<file path="src/rtl/mem_inc.sv">
// Shared memory-stage types: decoded access parameters, size/op encodings,
// the access-unit state enum and lane helpers.
package mem_inc;

    typedef struct packed {
        logic       op;             // 1 = read, 0 = write
        logic [1:0] access_size;
        logic       read_unsigned;
    } mem_params_t;

    localparam logic MEM_READ  = 1'b1;
    localparam logic MEM_WRITE = 1'b0;

    localparam logic [1:0] ACCESS_BYTE = 2'b00;
    localparam logic [1:0] ACCESS_HALF = 2'b01;
    localparam logic [1:0] ACCESS_WORD = 2'b10;

    typedef enum logic [1:0] {
        ST_IDLE = 2'b00,
        ST_BUS  = 2'b01,
        ST_RESP = 2'b10
    } mem_state_t;

    // The reserved size encoding is reported as a misaligned access.
    function automatic logic is_misaligned(input logic [1:0] size, input logic [1:0] off);
        case (size)
            ACCESS_BYTE: is_misaligned = 1'b0;
            ACCESS_HALF: is_misaligned = off[0];
            ACCESS_WORD: is_misaligned = |off;
            default:     is_misaligned = 1'b1;
        endcase
    endfunction

    function automatic logic [3:0] wstrb_for(input logic [1:0] size, input logic [1:0] off);
        case (size)
            ACCESS_BYTE: wstrb_for = 4'b0001 << off;
            ACCESS_HALF: wstrb_for = 4'b0011 << off;
            default:     wstrb_for = 4'b1111;
        endcase
    endfunction

    function automatic logic [31:0] wdata_for(input logic [1:0] size, input logic [31:0] data);
        case (size)
            ACCESS_BYTE: wdata_for = {4{data[7:0]}};
            ACCESS_HALF: wdata_for = {2{data[15:0]}};
            default:     wdata_for = data;
        endcase
    endfunction

endpackage

</file>
<file path="src/rtl/mem_load_align.sv">
// Extracts the addressed byte/half/word from a bus read word and extends it
// for writeback.
module mem_load_align
    import mem_inc::*;
(
    input  logic [31:0] rdata,
    input  logic [1:0]  offset,
    input  logic [1:0]  size,
    input  logic        is_unsigned,
    output logic [31:0] load_data
);

    logic [31:0] shifted;

    always_comb begin
        shifted = rdata >> {offset, 3'b000};
        case (size)
            ACCESS_BYTE: load_data = is_unsigned ? {24'h0, shifted[7:0]}
                                                 : {{24{shifted[7]}}, shifted[7:0]};
            ACCESS_HALF: load_data = is_unsigned ? {16'h0, shifted[15:0]}
                                                 : {{16{shifted[15]}}, shifted[15:0]};
            default:     load_data = shifted;
        endcase
    end

endmodule

</file>
<file path="src/rtl/mem_access_unit.sv">
// Memory-stage access unit: one load or store per request over a req/ack
// word bus, with misalignment and bus-timeout faults.
module mem_access_unit
    import mem_inc::*;
#(
    parameter int ADDR_W         = 32,
    parameter int TIMEOUT_CYCLES = 16
) (
    input  logic              clk,
    input  logic              reset_n,
    input  logic              in_valid,
    output logic              in_ready,
    input  mem_params_t       mem_params,
    input  logic [ADDR_W-1:0] addr,
    input  logic [31:0]       store_data,
    output logic              out_valid,
    output logic [31:0]       load_data,
    output logic              fault_misaligned,
    output logic              fault_timeout,
    output logic              bus_req,
    output logic              bus_we,
    output logic [ADDR_W-1:0] bus_addr,
    output logic [3:0]        bus_wstrb,
    output logic [31:0]       bus_wdata,
    input  logic [31:0]       bus_rdata,
    input  logic              bus_ack
);

    localparam int CNT_W = (TIMEOUT_CYCLES > 1) ? $clog2(TIMEOUT_CYCLES) : 1;
    localparam logic [CNT_W-1:0] CNT_LAST = CNT_W'((TIMEOUT_CYCLES > 0) ? TIMEOUT_CYCLES - 1 : 0);

    mem_state_t        state_q, state_d;
    mem_params_t       params_q, params_d;
    logic [ADDR_W-1:0] addr_q, addr_d;
    logic [3:0]        wstrb_q, wstrb_d;
    logic [31:0]       wdata_q, wdata_d;
    logic [CNT_W-1:0]  count_q, count_d;
    logic [31:0]       load_q, load_d;
    logic              fmis_q, fmis_d;
    logic              fto_q, fto_d;
    logic [31:0]       align_data;

    mem_load_align u_align (
        .rdata       (bus_rdata),
        .offset      (addr_q[1:0]),
        .size        (params_q.access_size),
        .is_unsigned (params_q.read_unsigned),
        .load_data   (align_data)
    );

    always_ff @(posedge clk or negedge reset_n) begin
        if (!reset_n) begin
            state_q  <= ST_IDLE;
            params_q <= '0;
            addr_q   <= '0;
            wstrb_q  <= '0;
            wdata_q  <= '0;
            count_q  <= '0;
            load_q   <= '0;
            fmis_q   <= 1'b0;
            fto_q    <= 1'b0;
        end else begin
            state_q  <= state_d;
            params_q <= params_d;
            addr_q   <= addr_d;
            wstrb_q  <= wstrb_d;
            wdata_q  <= wdata_d;
            count_q  <= count_d;
            load_q   <= load_d;
            fmis_q   <= fmis_d;
            fto_q    <= fto_d;
        end
    end

    always_comb begin
        state_d  = state_q;
        params_d = params_q;
        addr_d   = addr_q;
        wstrb_d  = wstrb_q;
        wdata_d  = wdata_q;
        count_d  = count_q;
        load_d   = load_q;
        fmis_d   = fmis_q;
        fto_d    = fto_q;
        case (state_q)
            ST_IDLE: begin
                if (in_valid) begin
                    params_d = mem_params;
                    addr_d   = addr;
                    // Strobes and lane data are prepared once so the bus sees stable values.
                    wstrb_d  = (mem_params.op == MEM_WRITE) ? wstrb_for(mem_params.access_size, addr[1:0]) : 4'b0000;
                    wdata_d  = (mem_params.op == MEM_WRITE) ? wdata_for(mem_params.access_size, store_data) : 32'h0;
                    count_d  = '0;
                    load_d   = 32'h0;
                    fto_d    = 1'b0;
                    fmis_d   = is_misaligned(mem_params.access_size, addr[1:0]);
                    state_d  = fmis_d ? ST_RESP : ST_BUS;
                end
            end
            ST_BUS: begin
                if (bus_ack) begin
                    load_d  = (params_q.op == MEM_READ) ? align_data : 32'h0;
                    state_d = ST_RESP;
                end else if (TIMEOUT_CYCLES != 0 && count_q == CNT_LAST) begin
                    fto_d   = 1'b1;
                    state_d = ST_RESP;
                end else if (count_q != '1) begin
                    count_d = count_q + 1'b1;
                end
            end
            ST_RESP: state_d = ST_IDLE;
            default: state_d = ST_IDLE;
        endcase
    end

    // in_ready is held low while reset is asserted.
    assign in_ready         = reset_n && (state_q == ST_IDLE);
    assign bus_req          = (state_q == ST_BUS);
    assign bus_we           = bus_req && (params_q.op == MEM_WRITE);
    assign bus_addr         = bus_req ? {addr_q[ADDR_W-1:2], 2'b00} : '0;
    assign bus_wstrb        = bus_we ? wstrb_q : 4'b0000;
    assign bus_wdata        = bus_we ? wdata_q : 32'h0;
    assign out_valid        = (state_q == ST_RESP);
    assign load_data        = out_valid ? load_q : 32'h0;
    assign fault_misaligned = out_valid && fmis_q;
    assign fault_timeout    = out_valid && fto_q;

endmodule

</file>
<file path="config.mk">
export PLATFORM = sky130hd
export DESIGN_NAME = mem_access_unit
export DESIGN_NICKNAME = d
export VERILOG_FILES = /design/src/rtl/mem_inc.sv /design/src/rtl/mem_load_align.sv /design/src/rtl/mem_access_unit.sv
export SDC_FILE = /design/constraint.sdc
export NUM_CORES = 1
export LEC_CHECK = 0
export ABC_AREA = 1
export CAP_MARGIN = 40
export CORE_AREA = 2 2 148 92
export CTS_CLUSTER_DIAMETER = 40
export CTS_CLUSTER_SIZE = 40
export DETAILED_ROUTE_END_ITERATION = 16
export DIE_AREA = 0 0 150 94
export PLACE_DENSITY_LB_ADDON = 0.08
export SYNTH_ARGS = -nofsm -noshare
export SYNTH_HDL_FRONTEND = slang
export SYNTH_HIERARCHICAL = 1
export SYNTH_SLANG_ARGS = --single-unit
</file>
<file path="constraint.sdc">
create_clock -name clk -period 2.6 [get_ports clk]
set_clock_uncertainty 0.1 [all_clocks]
set_input_delay 0.26 -clock clk [delete_from_list [all_inputs] [get_ports clk]]
set_output_delay 0.26 -clock clk [all_outputs]
set_load 0.02 [all_outputs]
</file>
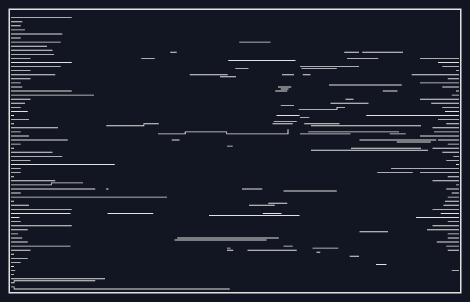
**Above:** metal 3.
(3 px per um)
- longest straight run: 71.8 um
- wire length on this layer: 1790 um
wire length after detailed routing: 17.5 mm
met3 Resource Use GR: 0.0738
DR vias: 6048

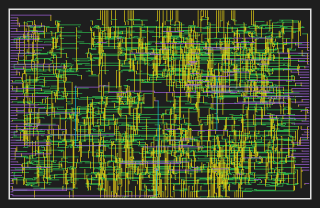
**Above:** signal wires by layer.
(2 px per um)
- purple: met3 (wire length 1790 um)
- cyan: met4 (wire length 105 um)
- green: met1 (wire length 8420 um)
- yellow: met2 (wire length 7210 um)
global-route total usage across every layer: 0.252
wire length per cell after detailed routing: 14.2 um

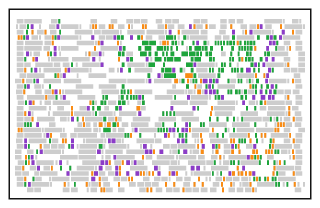
**Above:** selected gate families.
(2 px per um)
- green: NAND gates (cells 274; most used nand2_1)
- purple: inverting AOI/OAI gates (cells 131; most used o21ai_1; where spread over the die)
- orange: NOR gates (cells 174; most used nor2_1; where spread over the die)
most frequently placed logic cell in the final layout: clkdlybuf4s50_1
Final Instance Count excl. Fillers: 1238

==> summary.txt <==
The run has ended; figures from its reports follow.

The run finished with clean final reports. The clock transition at the registers of the reported paths is 0.08 ns. The number of nets in the finished design is 1168.

The number of pins with negative max-slew slack in the final report is 0. In this run the worst hold path is classified as in -> async. The DRC violation count after routing is 0. The gate count of the mapped netlist came out at 883. The sequential fraction of design power came out at 0.351.

The share of power burned in combinational logic came out at 0.453. The average vias per placed instance is 4.89. The CTS sink count came out at 112. Per the placement log, port buffering inserted 207 buffers. The chip area from the yosys synthesis statistics came out at 0.00625 mm^2. CTS placed an instance of clkbuf_16 at the clock tree root. The highest net fanout along the worst path is 36.

The net switching power came out at 3.12 mW. The warning count from the yosys run is 6. The initial antenna violation count was 0. The number of warnings in the stage logs is 26. The effective utilization at floorplan came out at 0.494. Headroom to the max-slew limit came out at 0.537. The minimum clock period came out at 2.46 ns. At the worst endpoint, the required time is 2.24 ns. STA classifies the critical path endpoint as a primary output. 0 antenna diodes ended up in the layout. The placement summary gives the final routability congestion estimate as 0.880. The count of final setup violators is 0.

The count of buffers added by post-CTS timing repair for setup came out at 0. The cell area power density came out at 859 mW/mm^2. The number of levels the H-tree was split into is 3.

The final clock period utilization by the worst path is 0.947. The placed wire-length estimate is 12.6 mm. The global route total overflow came out at 0. In the Yosys report the total cell count is 883. The CTS buffer count is 9.

The number of failing hold endpoints at the final stage is 0. The critical path is of the reg -> out type. The worst setup path is launched from a register.

Of the total power, the clock network draws 0.196. The count of cell types in the netlist came out at 31. The die boundary height came out at 94 um. The cell area after synthesis is 0.00625 mm^2. The placeable core region came out at 0.0127 mm^2.

The final sum of negative setup slack is 0 ns. The via count of the first global-routing pass is 5359. The top cell types in the final layout, fill and taps aside, are clkdlybuf4s50_1 (206), nand2_1 (189), nor2_1 (159), inv_1 (126), dfrtp_1 (112).

Setup repair after global routing left no endpoint under its margin. The I/O pin total is 210. From synthesis to final layout, the design area changed by 39.0%.

Max-cap violations in this run came to 0. The width of the chip is 150 um. The area of the die is 0.0141 mm^2. The number of placement rows is 32. The DRC violation total after the first TritonRoute iteration is 366. The leakage power in the latest report is 4.07 nW. Per the skew report, the later register of the worst-skew pair sees a clock latency of 0.35 ns. Entering global routing, the biggest net connects 65 pins. The proportion of total power due to net switching is 0.417.

The post-synthesis sequential element count came out at 112.
## registers in the layout, summed over array words and instances (netlist names)
signal and count:
addr_q 32, load_q 32, wdata_q 32, count_q 4, params_q 4, wstrb_q 4, state_q 2, fmis_q 1
fto_q 1
## per-layer routing
| layer | GRT usage | vias up | wire length, um |
|---|---|---|---|
| met4 | 0.0417 | 0 | 104 |
| met3 | 0.0738 | 7 | 1790 |
| met1 | 0.385 | 2711 | 8420 |
| met5 | 0 | - | 0 |
| li1 | - | 3080 | - |
| met2 | 0.356 | 250 | 7210 |
## worst paths after layout
path	to	depth (start not counted)	startpoint	slack [ns]
worst min-delay path	addr_q[28]	2	reset_n	0.17
worst min register to register	wstrb_q[3]	2	wstrb_q[3]	0.38
max in group asynchronous	load_q[10]	4	reset_n	1.34
min in group clk	params_q[0]	3	mem_params[0]	0.34
worst max register to register	load_q[31]	8	addr_q[0]	0.70
worst max-delay path	bus_wdata[10]	6	state_q[1]	0.14
## cell families (layout without fill, tap and decap cells)
family / count (synthesis) / count (layout) / share of synthesized area
AOI/OAI and AO/OA: 131 / 131 / 0.109
adders and majority gates: 1 / 1 / 0.00200
buffers and inverters: 187 / 371 / 0.129
DFF: 112 / 112 / 0.448
other: 1 / 2 / 0.000600
and+or+nand+nor: 451 / 451 / 0.311
## Yosys cell counts (all sizes together)
master / instances / area [um^2]
a21oi: 33 / 165
a22oi: 2 / 15.0
and2: 1 / 6.26
buf: 45 / 274
clkbuf: 8 / 30.0
clkinv: 2 / 7.51
conb: 1 / 3.75
dfrtp: 112 / 2800
ha: 1 / 12.5
inv: 132 / 495
nand2: 195 / 757
nand3: 78 / 478
nand4: 1 / 6.26
nor2: 166 / 646
nor3: 8 / 40.0
o211ai: 1 / 7.51
o21ai: 79 / 395
o22ai: 16 / 100
or2: 2 / 12.5
## stage by stage
stage	util	cells	cell area, um^2	setup slack [ns]	hold slack [ns]
final	0.687	1238	8690	0.138	0.166
after global routing	0.687	1238	8690	0.00393	0.173
after CTS	0.687	1238	8690	0.0572	0.142
after detailed placement	0.661	1221	8370	0.451	-0.0126
after global placement	0.659	1220	8340	0.489	-0.0140
after floorplan	-	884	6260	0.695	-0.136
## area by class of cell
class,instances,area [um^2]
multi-input cells,585,2650
fillers,1091,3960
inverters,134,508
repair buffers,221,2210
flip-flops and latches,112,2800
well taps,170,213
clock buffers,10,229
clock inverters,6,83.8
## critical path: stages (launching register included)
cell             delay [ns]
dfrtp_1                0.42
inv_2                  0.10
nand2_2                0.05
nor2_1                 0.20
inv_4                  0.18
nor2_1                 0.15
clkdlybuf4s50_1        0.63
## power by group through the flow
| stage | Clock (mW) | Sequential [mW] | Combinational, mW |
|---|---|---|---|
| 5_1_grt | 1.56 | 2.70 | 3.78 |
| 2_1_floorplan | 0 | 2.58 | 2.47 |
| 3_5_place_dp | 0 | 2.65 | 3.36 |
| 6_report | 1.46 | 2.63 | 3.38 |
| 4_1_cts | 1.50 | 2.63 | 3.38 |
| 3_3_place_gp | 0 | 2.63 | 3.32 |
## timing repair
action,4_1_cts,5_1_grt
hold buffers,1,0
gates resized,0,4
setup endpoints to repair,0,17
hold endpoints to repair,69,0
No activity file was given, so power comes from the tool's default toggle rates.
